## config.mk

```make
export PLATFORM = sky130hd
export DESIGN_NAME = mem_wb_stage
export DESIGN_NICKNAME = d
export VERILOG_FILES = /design/src/rtl/mips_pkg.sv /design/src/rtl/mem_wb_stage_data_mem_array.sv /design/src/rtl/mem_wb_stage.sv
export SDC_FILE = /design/constraint.sdc
export NUM_CORES = 2
export LEC_CHECK = 0
export CAP_MARGIN = 30
export CORE_MARGIN = 5
export CORE_UTILIZATION = 40
export DETAILED_ROUTE_END_ITERATION = 8
export SYNTH_ARGS = -nofsm -noshare
export SYNTH_HDL_FRONTEND = slang
export SYNTH_HIERARCHICAL = 1
export SYNTH_SLANG_ARGS = --single-unit
```

## constraint.sdc

```tcl
create_clock -name clk_MW -period 10.2 [get_ports clk_MW]
set_input_delay 1.02 -clock clk_MW [delete_from_list [all_inputs] [get_ports clk_MW]]
set_output_delay 1.02 -clock clk_MW [all_outputs]
set_load 0.005 [all_outputs]
```

## src/rtl/mips_pkg.sv

```systemverilog
// Shared opcode constants and mem/writeback state encoding
// for the MIPS-style datapath.
package mips_pkg;

  localparam logic [5:0] OP_RTYPE = 6'b000000;
  localparam logic [5:0] OP_ADDI  = 6'b001000;
  localparam logic [5:0] OP_LW    = 6'b100011;
  localparam logic [5:0] OP_SW    = 6'b101011;
  localparam logic [5:0] OP_BEQ   = 6'b000100;

  typedef enum logic [1:0] {
    IDLE,
    MEM_WAIT,
    WRITEBACK
  } mw_state_t;

endpackage

```

## src/rtl/mem_wb_stage_data_mem_array.sv

```systemverilog
// Single-port synchronous word RAM with registered read data.
// Contents are not reset.
module data_mem_array #(
  parameter int DEPTH = 64,
  parameter int AW    = 6
) (
  input  logic          clk,
  input  logic          we,
  input  logic          re,
  input  logic [AW-1:0] idx,
  input  logic [31:0]   wdata,
  output logic [31:0]   rdata
);

  logic [31:0] dataBank [DEPTH];

  always_ff @(posedge clk) begin
    if (we) dataBank[idx] <= wdata;
    if (re) rdata <= dataBank[idx];
  end

endmodule

```

## src/rtl/mem_wb_stage.sv

```systemverilog
// Memory-access / write-back stage: lw/sw against a local RAM
// with fixed latency, plus the register-bank write port.
module mem_wb_stage
  import mips_pkg::*;
#(
  parameter int DEPTH_WORDS = 64,
  parameter int ADDR_BITS   = 6,
  parameter int MEM_LAT     = 2
) (
  input  logic        clk_MW,
  input  logic        rst_MW,
  input  logic        valid_MW,
  input  logic [5:0]  op_MW,
  input  logic [31:0] res_MW,
  input  logic [31:0] storeData_MW,
  input  logic [4:0]  destReg_MW,
  output logic        stall_MW,
  output logic        wbEnable_MW,
  output logic [4:0]  wbReg_MW,
  output logic [31:0] wbData_MW,
  output logic        memFault_MW
);

  localparam int CW = (MEM_LAT > 1) ? $clog2(MEM_LAT) : 1;
  localparam logic [31:0] LIMIT = 32'(DEPTH_WORDS * 4);
  localparam logic [CW-1:0] CNT_LOAD = CW'(MEM_LAT - 1);

  mw_state_t            r_state;
  logic [CW-1:0]        r_cnt;
  logic [ADDR_BITS-1:0] r_idx;
  logic [31:0]          r_sdata;
  logic [4:0]           r_dest;
  logic                 r_isStore;
  logic                 r_stall;
  logic                 r_wbEn;
  logic                 r_fault;
  logic                 r_sel;
  logic [4:0]           r_wbReg;
  logic [31:0]          r_wbData;

  logic        w_alu;
  logic        w_mem;
  logic        w_bad;
  logic        w_last;
  logic        w_we;
  logic        w_re;
  logic [31:0] w_rdata;

  assign w_alu  = (op_MW == OP_RTYPE) || (op_MW == OP_ADDI);
  assign w_mem  = (op_MW == OP_LW) || (op_MW == OP_SW);
  assign w_bad  = (|res_MW[1:0]) || (res_MW >= LIMIT);
  assign w_last = (r_state == MEM_WAIT) && (r_cnt == '0);
  assign w_we   = w_last && r_isStore;
  assign w_re   = w_last && !r_isStore;

  data_mem_array #(
    .DEPTH (DEPTH_WORDS),
    .AW    (ADDR_BITS)
  ) u_mem (
    .clk   (clk_MW),
    .we    (w_we),
    .re    (w_re),
    .idx   (r_idx),
    .wdata (r_sdata),
    .rdata (w_rdata)
  );

  // Load data lands in the RAM read register on the exit edge,
  // so it is forwarded during WRITEBACK and latched afterwards.
  always_ff @(posedge clk_MW or posedge rst_MW) begin
    if (rst_MW) begin
      r_state   <= IDLE;
      r_cnt     <= '0;
      r_idx     <= '0;
      r_sdata   <= '0;
      r_dest    <= '0;
      r_isStore <= 1'b0;
      r_stall   <= 1'b0;
      r_wbEn    <= 1'b0;
      r_fault   <= 1'b0;
      r_sel     <= 1'b0;
      r_wbReg   <= '0;
      r_wbData  <= '0;
    end else begin
      r_wbEn  <= 1'b0;
      r_fault <= 1'b0;
      if (r_sel) begin
        r_wbData <= w_rdata;
        r_sel    <= 1'b0;
      end
      unique case (r_state)
        MEM_WAIT: begin
          if (r_cnt == '0) begin
            r_stall <= 1'b0;
            if (r_isStore) begin
              r_state <= IDLE;
            end else begin
              r_state <= WRITEBACK;
              if (r_dest != 5'd0) begin
                r_wbEn  <= 1'b1;
                r_wbReg <= r_dest;
                r_sel   <= 1'b1;
              end
            end
          end else begin
            r_cnt <= r_cnt - 1'b1;
          end
        end
        default: begin
          r_state <= IDLE;
          if (valid_MW) begin
            unique case (1'b1)
              w_alu: begin
                if (destReg_MW != 5'd0) begin
                  r_wbEn   <= 1'b1;
                  r_wbReg  <= destReg_MW;
                  r_wbData <= res_MW;
                end
              end
              w_mem: begin
                if (w_bad) begin
                  r_fault <= 1'b1;
                end else begin
                  r_idx     <= res_MW[ADDR_BITS+1:2];
                  r_sdata   <= storeData_MW;
                  r_dest    <= destReg_MW;
                  r_isStore <= (op_MW == OP_SW);
                  r_cnt     <= CNT_LOAD;
                  r_stall   <= 1'b1;
                  r_state   <= MEM_WAIT;
                end
              end
              default: ;
            endcase
          end
        end
      endcase
    end
  end

  assign stall_MW    = r_stall;
  assign wbEnable_MW = r_wbEn;
  assign wbReg_MW    = r_wbReg;
  assign wbData_MW   = r_sel ? w_rdata : r_wbData;
  assign memFault_MW = r_fault;

endmodule

```

### Cell density map

The bar under the picture is 100 um long. The die is cut into 23 by 23 equal tiles; dark blue is low, red is high, 0 to 100% covered.
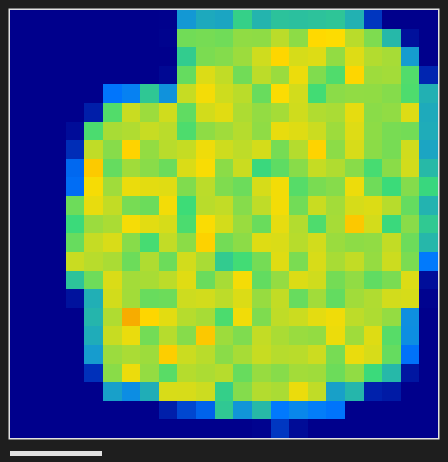
- nearly empty tiles: 27%
- tiles over 75% full: 2.3%
- densest ninth of the die: centre
Core Box Area: 207000 um^2
core utilization at floorplan: 40.2%
post-layout utilization of the core: 46.0%

### Wire density map

The bar under the picture is 100 um long. The die is cut into 23 by 23 equal tiles; dark blue is low, red is high, scaled to the fullest tile. Values are wire area over tile area, all layers added.
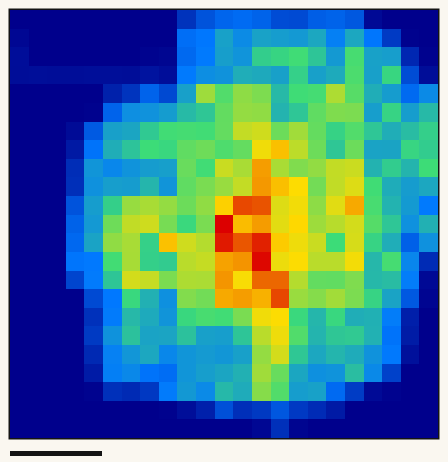
- mean over tiles: 0.19
- fullest tile: 0.59
- emptiest ninth of the die: upper left
- tiles over half the peak: 28%
- densest ninth of the die: centre
- nearly empty tiles: 27%
via count of the routed design: 46100
DR WL/cell: 31.6 um
total routing usage reported by global routing: 21.7%
Detailed Route WL: 240000 um

==> run summary <==
Notes on the flow outputs.

- The flow ran to the end, and the final reports show no timing, DRC or antenna violations.
- The number of search-and-repair iterations in the first detailed-routing pass reads 6.
- The x dimension of the die is 466 um.
- The worst hold slack across all endpoints is 0.509 ns.
- The source-to-sink clock delay at the later pin of the worst-skew pair reads 0.86 ns.
- The final design area excluding fillers reads 95200 um^2.
- Per the detail_route report, vias per standard cell equal 6.07.
- The number of cells traversed by the worst register-to-register path reads 8.
- The report counts max-capacitance violations totalling 0.
- The pre-CTS setup slack is 5.28 ns.
- The commonest non-fill, non-tap cell in the layout is sky130_fd_sc_hd__edfxtp_1.
- The setup check on the worst reg-to-reg path leaves a slack of 5.41 ns.
- The layout has 251 clock buffers.
- The number of different library cells in the post-synthesis netlist is 62.
- The number of buffers added on ports reads 117.
- The DRC violation total after the first TritonRoute iteration reads 5966.
- The fill cell instance count of the final layout is 17500.
- Setup repair after global routing left no endpoint under its margin.
- In the hold timing report, the worst path depth is 1.
- The start point of the critical path is r_idx[2].
- The routed metal-1 wirelength is 97200 um.
- The dominant register cell reads sky130_fd_sc_hd__edfxtp_1.
- The share of cell area taken by flip-flops and latches is 68.0%.
- The half-perimeter wire length after placement reads 136000 um.
- The post-synthesis area per instance is 18.4 um^2.
- The standard cell area after detailed placement reads 88400 um^2.
- The maximum VDD drop is 181 uV.
- Headroom to the max-slew limit came out at 26.4%.
- The biggest cell delay along the critical path is 0.94 ns.
- The report puts the hold buffer count at CTS at 0.
- The uppermost signal routing layer after detailed routing is met5.
- Once detail routing completed, the nets flagged for antenna violations numbered 0.
- The multi-input combinational cells in the finished layout cover a total of 17600 um^2.
- The post-CTS resize count reads 0.
- The number of cells produced by synthesis is 4504.
- The most repeated cell in the gate-level netlist after synthesis is sky130_fd_sc_hd__edfxtp_1.
- The synthesized design spends more area on one cell type than any other, namely sky130_fd_sc_hd__edfxtp_1.
- For met3 alone, demand over resource in global routing was 4.30%.
- The CTS tree reads built.
- The count of flip-flops with a built-in enable after synthesis reads 2080.
- The global route total overflow is 0.
- The slowest stage cell on the critical path is sky130_fd_sc_hd__dfrtp_4.
- Of all nets on the critical path, the largest fanout is 44.
- The power report puts the net switching power at 3420 uW.
- Note that the worst hold path type here is flop to flop.
- The fraction of power consumed by the clock network is 43.7%.
- The startpoint type of the worst setup path is a flop.
- The script parses the final routing iteration and logs DRC violations as 0.
- The initial antenna violation count is 17.
- The power report lists cell-internal power as 14000 uW.
- The leakage power total is 0.0259 uW.
- Between the synthesized netlist and the finished layout, the area growth was recorded as 14.6%.
- The smallest clock period supported by the final layout is computed as 4.79 ns.
- The largest delay contributor family on the critical path is buffers and inverters.
- The total length of routed met3 wires reads 23000 um.
- In this run the core area contains 167 standard-cell rows.
- The number of nets in the final layout reads 4779.
- The root buffer cell reads sky130_fd_sc_hd__clkbuf_16.
- The max-slew violation count reads 0.
- The end point of the most critical hold path is wbReg_MW[0].
- The fraction of met1 tracks used by global routing is 30.8%.
- The tapcell count reads 2704.
- Per the post-run analysis, buffers plus inverters along the critical path come to 3.
- The power report attributes to the combinational group a share of 1.0%.
- Sorting the synthesized cells by how often they occur yields 2080 x sky130_fd_sc_hd__edfxtp_1, 259 x sky130_fd_sc_hd__mux2i_1, 233 x sky130_fd_sc_hd__mux2_2.
- The worst setup slack after layout reads 5.41 ns.
[power by group through the flow]
stage | registers (uW) | logic [uW] | clock network (uW)
floorplan | 9830 | 63.8 | 0
global placement | 9830 | 180 | 0
detailed placement | 9830 | 181 | 0
CTS | 9640 | 183 | 7740
global route | 9640 | 192 | 8120
finish | 9640 | 180 | 7620
[state kept, by name, indices dropped and copies added (netlist names), 2 cells and up]
name and flops:
r_idx 6, r_state 2, u_mem/rdata 32, wbReg_MW 5, u_mem/dataBank 2048, r_sdata 32, r_wbData 32, r_dest 5
[cells by family (layout without fill, tap and decap cells)]
logic type | Yosys count | in the layout | share of synthesized area (%)
compound gates | 939 | 939 | 8.28
flops | 2168 | 2168 | 77.8
mux | 615 | 615 | 9.25
buf+inv | 314 | 695 | 1.70
simple gates | 468 | 468 | 2.95
other cells | 0 | 11 | 0
Power is estimated from default activity; no workload was simulated.
